--- src/rtl/prog_clock_divider.sv ---
// Runtime-programmable modulo-N divider with tick, square wave, look-ahead carry
// and a one-shot timer mode; divisor changes are deferred to the next wrap/start.
module prog_clock_divider #(
    parameter int unsigned M = 8,
    parameter int unsigned N = 10
) (
    input  logic         CLK,
    input  logic         CLEAR,
    input  logic         EN,
    input  logic         MODE,
    input  logic         START,
    input  logic         LOAD,
    input  logic [M-1:0] DIV,
    output logic [M-1:0] COUNT,
    output logic         TICK,
    output logic         SQ,
    output logic         CARRY,
    output logic         BUSY
);

    typedef enum logic {
        S_IDLE = 1'b0,
        S_RUN  = 1'b1
    } run_state_e;

    run_state_e   state_q, state_d;
    logic [M-1:0] count_q, count_d;
    logic [M-1:0] divr_q, divr_d;
    logic [M-1:0] pend_q, pend_d;
    logic         pend_v_q, pend_v_d;
    logic         tick_q, tick_d;
    logic         sq_q, sq_d;

    logic         adv, step, at_last, wrap, accept, apply;
    logic [M-1:0] load_val;
    logic [M:0]   half;

    always_comb begin
        adv      = !MODE || (state_q == S_RUN);
        step     = EN && adv;
        at_last  = (count_q == divr_q - M'(1));
        wrap     = step && at_last;
        accept   = START && MODE && (state_q == S_IDLE);
        apply    = wrap || accept;
        load_val = (DIV < M'(2)) ? M'(2) : DIV;

        state_d  = state_q;
        count_d  = count_q;
        divr_d   = divr_q;
        pend_d   = pend_q;
        pend_v_d = pend_v_q;
        tick_d   = 1'b0;

        if (LOAD) begin
            pend_d   = load_val;
            pend_v_d = 1'b1;
        end
        // A same-cycle LOAD bypasses the pending register so the newest value wins.
        if (apply) begin
            if (LOAD) begin
                divr_d = load_val;
            end else if (pend_v_q) begin
                divr_d = pend_q;
            end
            pend_v_d = 1'b0;
        end

        case (state_q)
            S_IDLE:  if (accept) state_d = S_RUN;
            S_RUN:   if (wrap)   state_d = S_IDLE;
            default: state_d = S_IDLE;
        endcase

        if (accept) begin
            count_d = '0;
        end else if (wrap) begin
            count_d = '0;
            tick_d  = 1'b1;
        end else if (step) begin
            count_d = count_q + M'(1);
        end

        half = ({1'b0, divr_d} + (M+1)'(1)) >> 1;
        sq_d = ({1'b0, count_d} >= half);
    end

    always_ff @(posedge CLK) begin
        if (CLEAR) begin
            state_q  <= S_IDLE;
            count_q  <= '0;
            divr_q   <= M'(N);
            pend_q   <= '0;
            pend_v_q <= 1'b0;
            tick_q   <= 1'b0;
            sq_q     <= 1'b0;
        end else begin
            state_q  <= state_d;
            count_q  <= count_d;
            divr_q   <= divr_d;
            pend_q   <= pend_d;
            pend_v_q <= pend_v_d;
            tick_q   <= tick_d;
            sq_q     <= sq_d;
        end
    end

    assign COUNT = count_q;
    assign TICK  = tick_q;
    assign SQ    = sq_q;
    assign BUSY  = (state_q == S_RUN);
    assign CARRY = wrap;

endmodule

--- config.mk ---
export PLATFORM = sky130hd
export DESIGN_NAME = prog_clock_divider
export DESIGN_NICKNAME = d
export VERILOG_FILES = /design/src/rtl/prog_clock_divider.sv
export SDC_FILE = /design/constraint.sdc
export NUM_CORES = 1
export LEC_CHECK = 0
export ABC_AREA = 1
export CELL_PAD_IN_SITES_DETAIL_PLACEMENT = 0
export CELL_PAD_IN_SITES_GLOBAL_PLACEMENT = 1
export CORE_MARGIN = 1
export CORE_UTILIZATION = 40
export CTS_CLUSTER_SIZE = 28
export DETAILED_ROUTE_END_ITERATION = 8
export PLACE_DENSITY = 0.93
export SLEW_MARGIN = 40
export SYNTH_ARGS = -nofsm -noshare
export SYNTH_HDL_FRONTEND = slang
export SYNTH_SLANG_ARGS = --single-unit
--- constraint.sdc ---
create_clock -name CLK -period 4.6 [get_ports CLK]
set_input_delay 0.92 -clock CLK [delete_from_list [all_inputs] [get_ports CLK]]
set_output_delay 0.92 -clock CLK [all_outputs]
set_load 0.01 [all_outputs]
==> images/met1.png <==
The bar under the picture is 20 um long. Supply wires on this layer in gray.
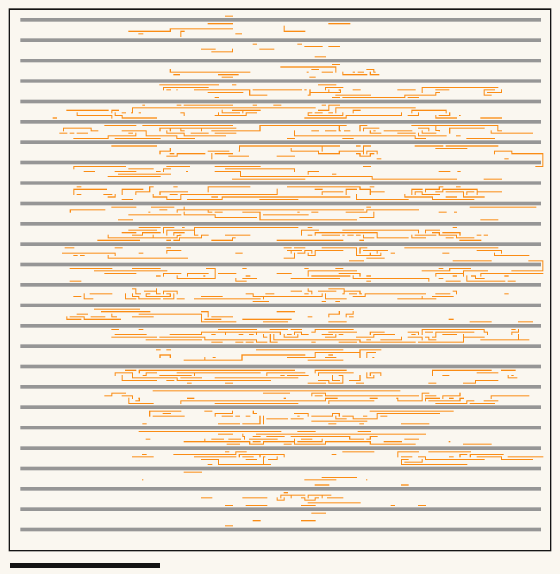
nets with wire on the layer: 329
longest straight run: 32.9 um
main direction: horizontal
share of all routed wire: 49%
wire length on this layer: 2220 um
met1 GRT Util: 0.262
total wire length: 4490 um
total number of vias: 1861

==> images/met2.png <==
The bar under the picture is 20 um long.
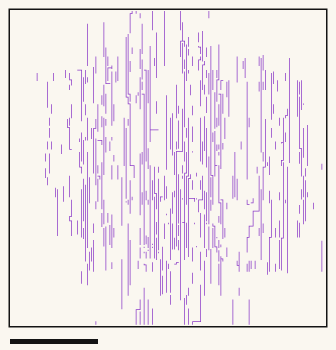
main direction: vertical
wire length on this layer: 2020 um
nets with wire on the layer: 256
longest straight run: 34.3 um
share of all routed wire: 45%
GR Layer Usage met2: 0.325

==> images/met3.png <==
Cells faint in the background.
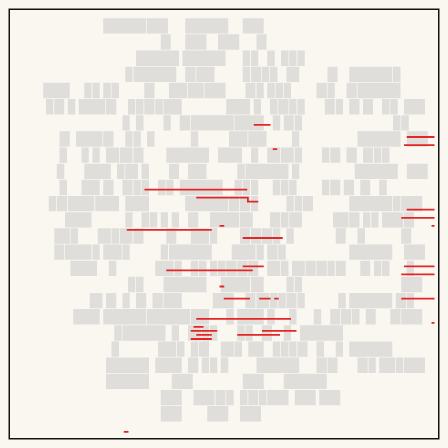
main direction: horizontal
nets with wire on the layer: 26
GR Util met3: 0.00972

## worst min-delay path, cell delays in order (launching register included)
cell                      delay, ps
sky130_fd_sc_hd__dfxtp_1        320
sky130_fd_sc_hd__nand2_1         60
sky130_fd_sc_hd__a21oi_1         50
## routing by layer
metal  up-vias  share of wire
li1       1009              -
met1       796           0.49
met2        48           0.45
met3         8          0.033
met4         0          0.022
met5         -              0
## power groups by stage
| stage | sequential, W | combinational, W | clock (W) |
|---|---|---|---|
| 3_3_place_gp | 0.000270 | 0.000129 | 0 |
| 3_5_place_dp | 0.000270 | 0.000130 | 0 |
| 6_report | 0.000265 | 0.000131 | 0.000130 |
| 2_1_floorplan | 0.000268 | 0.0000932 | 0 |
| 5_1_grt | 0.000267 | 0.000152 | 0.000141 |
| 4_1_cts | 0.000265 | 0.000131 | 0.000134 |
## flip-flops by register name, summed over array words and instances, names as in the netlist
signal    cells
SQ            1
divr_q        8
COUNT         8
BUSY          1
pend_v_q      1
TICK          1
pend_q        8
## stage by stage
step	power, W	instance area, um^2	hold WS (ps)
2_1_floorplan	0.000361	1960	441
3_3_place_gp	0.000399	2260	449
3_5_place_dp	0.000401	2260	458
4_1_cts	0.000530	2300	472
5_1_grt	0.000561	2290	492
6_report	0.000526	2290	471
## area by class of cell
| class | instances | area [um^2] | area share |
|---|---|---|---|
| clock buffers | 3 | 41.3 | 0.0180 |
| flip-flops and latches | 28 | 561 | 0.244 |
| well taps | 67 | 83.8 | 0.0366 |
| multi-input cells | 228 | 1200 | 0.525 |
| repair buffers | 27 | 260 | 0.113 |
| inverters | 38 | 143 | 0.0622 |
## final timing paths
kind	to	slack (ps)	cells past startpoint
worst max-delay path	SQ	700	23
worst min-delay path	pend_q[3]	470	2
worst max register to register	SQ	950	27
worst min register to register	pend_q[3]	470	2
==> flow_metrics.rpt <==
RUN METRICS
----------------------------------------------------
[Route]
  Number of detailed-route iterations in the first pass ........................ 4
  Vias/cell ........................ 4.76

[Floorplan]
  I/O pin cnt ........................ 26
  Die Span Y ........................ 72.0 um
  Effective utilization at floorplan ........................ 0.415
  Die Width ........................ 72.0 um
  Die area ........................ 0.00519 mm^2
  Row cnt ........................ 25
  Core Area ........................ 0.00472 mm^2

[Pwr]
  Leakage Power ........................ 1.06 nW
  Clock network fraction of design power ........................ 0.248
  Peak supply drop ........................ 96.6 uV
  Combinational Power Share ........................ 0.248
  Share of power burned in registers ........................ 0.503

[STA]
  Final total negative setup slack ........................ 0 ps
  Setup repair after global routing missed its margin ........................ false
  Worst Slack Setup Final ........................ 703 ps
  Slew at the pin with the worst max-slew slack ........................ 541 ps
  Achievable Freq ........................ 257 MHz
  Worst clock skew on the final layout ........................ 3.93 ps
  Max Transition Viols Final ........................ 0

[Synth]
  Number of nets produced by synthesis ........................ roughly 330
  Mux frac, synth ........................ 0
  Mapped Area ........................ 0.00196 mm^2
  Synth Area in Simple Gates ........................ 0.392
  Number of warnings issued by yosys ........................ 0
  Area fraction in compound gates after synthesis ........................ 0.0989
  Largest area contributor in the synthesized netlist ........................ sky130_fd_sc_hd__dfxtp_1
  Portion of the post-synthesis area used by sequential elements ........................ 0.286
  Yosys top cell area share ........................ 0.286
  Most frequent cells after synthesis ........................ sky130_fd_sc_hd__nand2_1 (78), sky130_fd_sc_hd__inv_1 (34), sky130_fd_sc_hd__dfxtp_1 (28), sky130_fd_sc_hd__nand3_1 (28), sky130_fd_sc_hd__nor2_1 (28)
  Number of register bits inferred by synthesis ........................ 28
  Dominant non-sequential cell family after synthesis ........................ simple AND/OR/NAND/NOR gates

[Clocking]
  Clock root buffer ........................ sky130_fd_sc_hd__clkbuf_8
  Number of buffers created by CTS ........................ 3
  Insertion Delay late pin ........................ 270 ps
  Cell resize tally after clock tree synthesis ........................ 0
  Post-CTS Repair Setup Buffers ........................ 0
  CTS tree ........................ done
  Buffer levels on the longest clock path ........................ 2

[Place]
  Placer's final routability congestion estimate ........................ 0.917
  Worst setup slack after placement ........................ approximately 390 ps
  Placed Cells incl. Taps ........................ 388
  Post-detail-place hpwl ........................ 3570 um
  Quantity of I/O buffers inserted on ports ........................ 25

[Worst setup path]
  Number of buffers and inverters on the critical path ........................ 2
  Type of element capturing the critical path ........................ register
  Cell family with most CP delay ........................ simple AND/OR/NAND/NOR gates
  Startpoint type of the worst setup path ........................ input pin
  Worst stage delay on the critical path ........................ 420 ps
  CP Data Arrival Time ........................ 4070 ps

[Global route]
  Largest net degree at the start of global routing ........................ 26
  Global-route wire length before repair ........................ 8050 um
  Busiest metal layer after global routing ........................ met2
  Total global-route track usage ........................ 0.194

[Layout]
  Synth-to-Final Area Change ........................ 16.9%
  Count of filler cells inserted in the layout ........................ 496

[Run status]
  Status ........................ finished, final reports clean

[Worst hold path]
  Class of the tightest hold or removal check ........................ register to register

[Job]
  Total number of warnings across the stage logs ........................ 26

----------------------------------------------------
Power figures rest on the tool's default switching activity, not on a simulated workload.
